## src/rtl/pulse_cmd_sequencer.sv

```systemverilog
// Command-frame front end for the two-channel pulse generator: frames UART bytes, clamps and
// applies config when the generator is idle, and merges key/UART triggers. Optional macro: PULSE_CMD_CHECKSUM_EN.
`timescale 1ns/1ps
module pulse_cmd_sequencer #(
  parameter logic [7:0]  HEADER      = 8'h07,
  parameter logic [15:0] MIN_WIDTH   = 16'd4,
  parameter logic [15:0] RST_WIDTH   = 16'd5,
  parameter int          TIMEOUT_CYC = 500_000
) (
  input  logic        sys_clk,
  input  logic        sys_rst_n,
  input  logic [7:0]  rx_byte,
  input  logic        rx_valid,
  input  logic        key_trig,
  input  logic        gen_busy,
  output logic [1:0]  pulse_select,
  output logic [15:0] pulse_width1,
  output logic [15:0] pulse_width2,
  output logic [15:0] pulse_gap,
  output logic        gen_start,
  output logic [7:0]  ack_data,
  output logic        ack_valid
);

`ifdef PULSE_CMD_CHECKSUM_EN
  localparam int FRAME_LEN = 10;
`else
  localparam int FRAME_LEN = 9;
`endif
  // Bytes shift in from the bottom, so byte Bk of the frame lands at index FRAME_LEN-k.
  localparam int OFS   = FRAME_LEN - 9;
  localparam int TMO_W = (TIMEOUT_CYC > 2) ? $clog2(TIMEOUT_CYC) : 1;

  typedef enum logic [1:0] {HUNT, COLLECT, CHECK} state_t;

  state_t                     state_r, state_s;
  logic [3:0]                 cnt_r;
  logic [TMO_W-1:0]           tmo_cnt_r;
  logic [FRAME_LEN-1:1][7:0]  frame_r;
  logic [1:0]                 sh_sel_r;
  logic [15:0]                sh_w1_r, sh_w2_r, sh_gap_r;
  logic                       apply_pend_r, trig_pend_r;
  logic                       ack_set_s, load_shadow_s, csum_ok_s;
  logic                       apply_fire_s, start_fire_s, hdr_seen_s;
  logic [7:0]                 ack_code_s;

  function automatic logic [15:0] clamp_min(input logic [15:0] v);
    if (v < MIN_WIDTH) clamp_min = MIN_WIDTH;
    else               clamp_min = v;
  endfunction

`ifdef PULSE_CMD_CHECKSUM_EN
  // XOR over header, payload and check byte; a good frame folds to zero.
  function automatic logic [7:0] frame_xor(input logic [FRAME_LEN-1:1][7:0] f);
    logic [7:0] acc;
    acc = HEADER;
    for (int i = 1; i < FRAME_LEN; i++) acc = acc ^ f[i];
    frame_xor = acc;
  endfunction
  assign csum_ok_s = (frame_xor(frame_r) == 8'h00);
`else
  assign csum_ok_s = 1'b1;
`endif

  assign hdr_seen_s   = rx_valid && (rx_byte == HEADER);
  assign apply_fire_s = apply_pend_r && !gen_busy;
  assign start_fire_s = trig_pend_r && !gen_busy && !apply_pend_r;

  // FSM state register.
  always_ff @(posedge sys_clk or negedge sys_rst_n) begin
    if (!sys_rst_n) state_r <= HUNT;
    else            state_r <= state_s;
  end

  // Next-state and ack/shadow-load decode.
  always_comb begin
    state_s       = state_r;
    ack_set_s     = 1'b0;
    ack_code_s    = 8'h00;
    load_shadow_s = 1'b0;
    case (state_r)
      HUNT: begin
        if (hdr_seen_s) state_s = COLLECT;
        else            state_s = HUNT;
      end
      COLLECT: begin
        if (rx_valid) begin
          if (cnt_r == 4'(FRAME_LEN - 1)) state_s = CHECK;
          else                            state_s = COLLECT;
        end else if (tmo_cnt_r == TMO_W'(TIMEOUT_CYC - 1)) begin
          state_s    = HUNT;
          ack_set_s  = 1'b1;
          ack_code_s = 8'hE2;
        end else begin
          state_s = COLLECT;
        end
      end
      CHECK: begin
        ack_set_s = 1'b1;
        if (csum_ok_s) begin
          load_shadow_s = 1'b1;
          ack_code_s    = 8'hA5;
        end else begin
          ack_code_s    = 8'hE1;
        end
        // A byte landing in this cycle is hunted like any other.
        if (hdr_seen_s) state_s = COLLECT;
        else            state_s = HUNT;
      end
      default: state_s = HUNT;
    endcase
  end

  // Frame byte capture, byte counter and silence timer.
  always_ff @(posedge sys_clk or negedge sys_rst_n) begin
    if (!sys_rst_n) begin
      cnt_r     <= 4'd0;
      tmo_cnt_r <= '0;
      frame_r   <= '0;
    end else begin
      if (state_r == COLLECT && rx_valid) begin
        frame_r <= {frame_r[FRAME_LEN-2:1], rx_byte};
        cnt_r   <= cnt_r + 4'd1;
      end else if (state_r != COLLECT && hdr_seen_s) begin
        cnt_r   <= 4'd1;
      end else if (state_r != COLLECT) begin
        cnt_r   <= 4'd0;
      end
      if (state_r != COLLECT || rx_valid) tmo_cnt_r <= '0;
      else                                tmo_cnt_r <= tmo_cnt_r + TMO_W'(1);
    end
  end

  // Shadow config: clamped fields of the last good frame.
  always_ff @(posedge sys_clk or negedge sys_rst_n) begin
    if (!sys_rst_n) begin
      sh_sel_r <= 2'b00;
      sh_w1_r  <= RST_WIDTH;
      sh_w2_r  <= RST_WIDTH;
      sh_gap_r <= RST_WIDTH;
    end else if (load_shadow_s) begin
      sh_sel_r <= {frame_r[7+OFS] == 8'h01, frame_r[8+OFS] == 8'h01};
      sh_w1_r  <= clamp_min({frame_r[6+OFS], frame_r[5+OFS]});
      sh_w2_r  <= clamp_min({frame_r[4+OFS], frame_r[3+OFS]});
      sh_gap_r <= clamp_min({frame_r[2+OFS], frame_r[1+OFS]});
    end
  end

  // Apply/trigger scheduler: config only moves while the generator is idle.
  always_ff @(posedge sys_clk or negedge sys_rst_n) begin
    if (!sys_rst_n) begin
      apply_pend_r <= 1'b0;
      trig_pend_r  <= 1'b0;
      gen_start    <= 1'b0;
      pulse_select <= 2'b00;
      pulse_width1 <= RST_WIDTH;
      pulse_width2 <= RST_WIDTH;
      pulse_gap    <= RST_WIDTH;
    end else begin
      if (load_shadow_s)     apply_pend_r <= 1'b1;
      else if (apply_fire_s) apply_pend_r <= 1'b0;
      if (apply_fire_s || key_trig) trig_pend_r <= 1'b1;
      else if (start_fire_s)        trig_pend_r <= 1'b0;
      gen_start <= start_fire_s;
      if (apply_fire_s) begin
        pulse_select <= sh_sel_r;
        pulse_width1 <= sh_w1_r;
        pulse_width2 <= sh_w2_r;
        pulse_gap    <= sh_gap_r;
      end
    end
  end

  // Registered status strobe; ack_data holds the last code.
  always_ff @(posedge sys_clk or negedge sys_rst_n) begin
    if (!sys_rst_n) begin
      ack_valid <= 1'b0;
      ack_data  <= 8'h00;
    end else begin
      ack_valid <= ack_set_s;
      if (ack_set_s) ack_data <= ack_code_s;
    end
  end

endmodule

```

## config.mk

```make
export PLATFORM = sky130hd
export DESIGN_NAME = pulse_cmd_sequencer
export DESIGN_NICKNAME = d
export VERILOG_FILES = /design/src/rtl/pulse_cmd_sequencer.sv
export SDC_FILE = /design/constraint.sdc
export NUM_CORES = 1
export LEC_CHECK = 0
export ABC_AREA = 1
export CORE_UTILIZATION = 45
export DETAILED_ROUTE_END_ITERATION = 8
export HOLD_SLACK_MARGIN = 0.12
export REMOVE_ABC_BUFFERS = 1
export SLEW_MARGIN = 25
export SYNTH_ARGS = -nofsm -noshare
export SYNTH_HDL_FRONTEND = slang
export SYNTH_SLANG_ARGS = --single-unit
```

## constraint.sdc

```tcl
create_clock -name sys_clk -period 2.9 [get_ports sys_clk]
set_input_delay 0.58 -clock sys_clk [delete_from_list [all_inputs] [get_ports sys_clk]]
set_output_delay 0.58 -clock sys_clk [all_outputs]
set_load 0.05 [all_outputs]
```

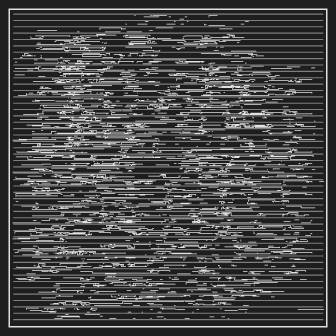
(images/met1.png)
Supply wires on this layer in grey.
- longest straight run: 32.9 um
- share of all routed wire: 52%
- wire length on this layer: 8020 um
- nets with wire on the layer: 851
- main direction: horizontal
Routed WL: 15400 um
via count: 5567
met1 usage: 0.272

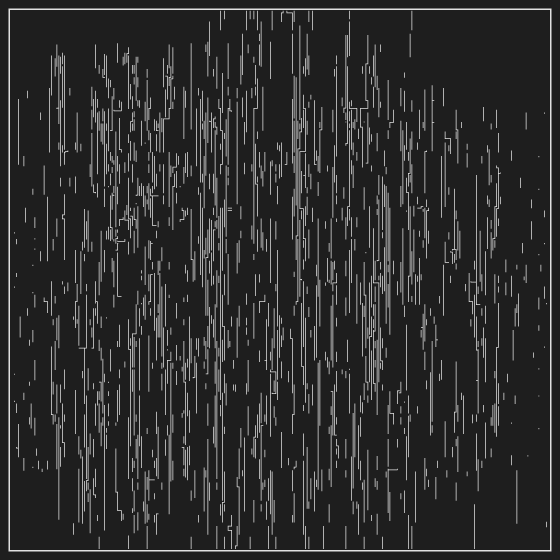
(images/met2.png)
- wire length on this layer: 6770 um
- longest straight run: 47.9 um
- nets with wire on the layer: 729
- share of all routed wire: 44%
met2 Use GR: 0.273

==> results.rst <==
Implementation results
======================

.. list-table::
   :header-rows: 1

   * - Metric
     - Value
   * - Setup repair after global routing missed its margin
     - false
   * - Worst Hold Margin
     - 0.123 ns
   * - Dominant cell by count in the synthesized netlist
     - sky130_fd_sc_hd__nand2_1
   * - Number of flops mapped to enable cells by yosys
     - 0
   * - Die Span X
     - 135 um
   * - Final number of max-transition violations
     - 0
   * - Effective utilization at floorplan
     - 0.460
   * - Result of the run
     - complete, no violations
   * - Clock Pin Slew Worst Setup and Hold Paths
     - 0.07 ns
   * - Syn. warnings
     - 0
   * - CTS H-tree lvls
     - 4
   * - Sequential-to-total area share from yosys stat
     - 0.618
   * - Drt first pass iters
     - 4
   * - Leakage Power
     - 4.29 nW
   * - Cell class contributing the biggest share of worst-path delay
     - buffers and inverters
   * - Cell at the slowest stage of the critical path
     - sky130_fd_sc_hd__clkdlybuf4s50_1
   * - Fraction of final layout cells with drive strength greater than 1
     - 0.0770
   * - Worst path bufs/invs
     - 1
   * - Max FO, Critical Path
     - 2
   * - Warning total across the stage logs
     - 30
   * - Post-synth area hogs
     - sky130_fd_sc_hd__dfrtp_1, sky130_fd_sc_hd__o21ai_0, sky130_fd_sc_hd__nand2_1
   * - Tally of filler cells in the layout
     - 1618
   * - Data arrival time of the worst path
     - 1.77 ns
   * - Die outline height
     - 135 um
   * - Area of the core region
     - 17300 um2
   * - Number of hold-repair buffers added at the cts stage
     - 0
   * - Dpl ws
     - 0.548 ns
   * - Antenna violations before repair
     - 0
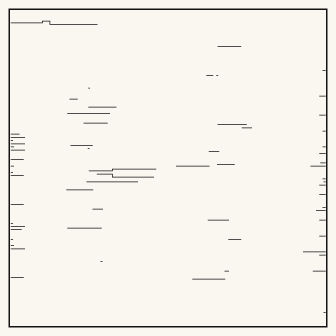
(images/met3.png)
- wire length on this layer: 400 um
- main direction: horizontal
- nets with wire on the layer: 48
- share of all routed wire: 2.6%
global routing usage on met3: 0.0360

[layer usage]
layer / GRT usage / up-vias / share of wire
li1: - / 2843 / -
met1: 0.272 / 2628 / 0.52
met2: 0.273 / 75 / 0.44
met4: 0.0674 / 0 / 0.015
met5: 0 / - / 0
met3: 0.0360 / 21 / 0.026
[per-stage QoR]
stage                     cell area, um2  instances  TNS (ns)  power (mW)   util
after global placement              8870       1128         0        4.44  0.513
after CTS                           9510       1160         0        6.98  0.550
final                               9510       1160         0        6.90  0.550
after detailed placement            8870       1128         0        4.45  0.513
after global routing                9510       1160         0        7.26  0.550
after floorplan                     7760        823    -0.507        4.04      -
[registers in the layout, indices dropped and copies added, names as in the netlist]
signal,count
ack_data,3
ack_valid,1
apply_pend_r,1
cnt_r,4
frame_r,64
gen_start,1
pulse_gap,16
pulse_select,2
pulse_width1,16
pulse_width2,16
sh_gap_r,16
sh_sel_r,2
sh_w1_r,16
sh_w2_r,16
state_r,2
tmo_cnt_r,19
trig_pend_r,1
[cell type report]
| type | instances | area (um2) | area share |
|---|---|---|---|
| clock inverter | 11 | 175 | 0.0184 |
| inverter | 115 | 432 | 0.0454 |
| tap | 225 | 282 | 0.0296 |
| clock buffer | 21 | 460 | 0.0484 |
| multi-input combinational | 512 | 2420 | 0.255 |
| timing repair buffer | 80 | 817 | 0.0860 |
| sequential | 196 | 4920 | 0.518 |
[placed cells by master (no fill, tap or decap), drive strengths merged]
cell and count:
a211oi 1, a21oi 36, a22oi 2, a31oi 1
and3 1, buf 10, bufinv 4, clkbuf 22
clkdlybuf4s50 69, clkinv 4, clkinvlp 2, conb 2
dfrtp 184, dfstp 12, ha 8, inv 116
mux2 4, nand2 190, nand3 26, nand3b 2
nand4 6, nor2 75, nor3 10, nor4 4
o2111ai 1, o211ai 1, o21ai 142
[path summary, 6_finish.rpt]
kind | end | cells past startpoint | start | slack [ns]
setup / recovery | pulse_gap[0] | 1 | pulse_gap[0] | 0.55
hold / removal | pulse_width2[15] | 1 | sys_rst_n | 0.12
setup reg to reg | tmo_cnt_r[11] | 8 | state_r[1] | 0.88
hold reg to reg | gen_start | 1 | apply_pend_r | 0.45
max in group asynchronous | pulse_width2[3] | 2 | sys_rst_n | 2.04
min in group sys_clk | gen_start | 1 | apply_pend_r | 0.45
[power breakdown]
part | leakage (nW) | total [mW] | internal, mW | switching (mW)
logic | 1.50 | 0.947 | 0.336 | 0.611
clock network | 0.304 | 2.51 | 1.50 | 1.02
registers | 2.49 | 3.44 | 3.13 | 0.305
[cells by family after synthesis]
kind of cell | count (synthesis) | synth area share
buffers and inverters | 156 | 0.0800
DFF | 196 | 0.618
and+or+nand+nor | 314 | 0.166
other | 1 | 0.000471
muxes | 4 | 0.00566
AOI/OAI and AO/OA | 184 | 0.118
adders and majority gates | 8 | 0.0126
Power and IR drop assume default switching activity.
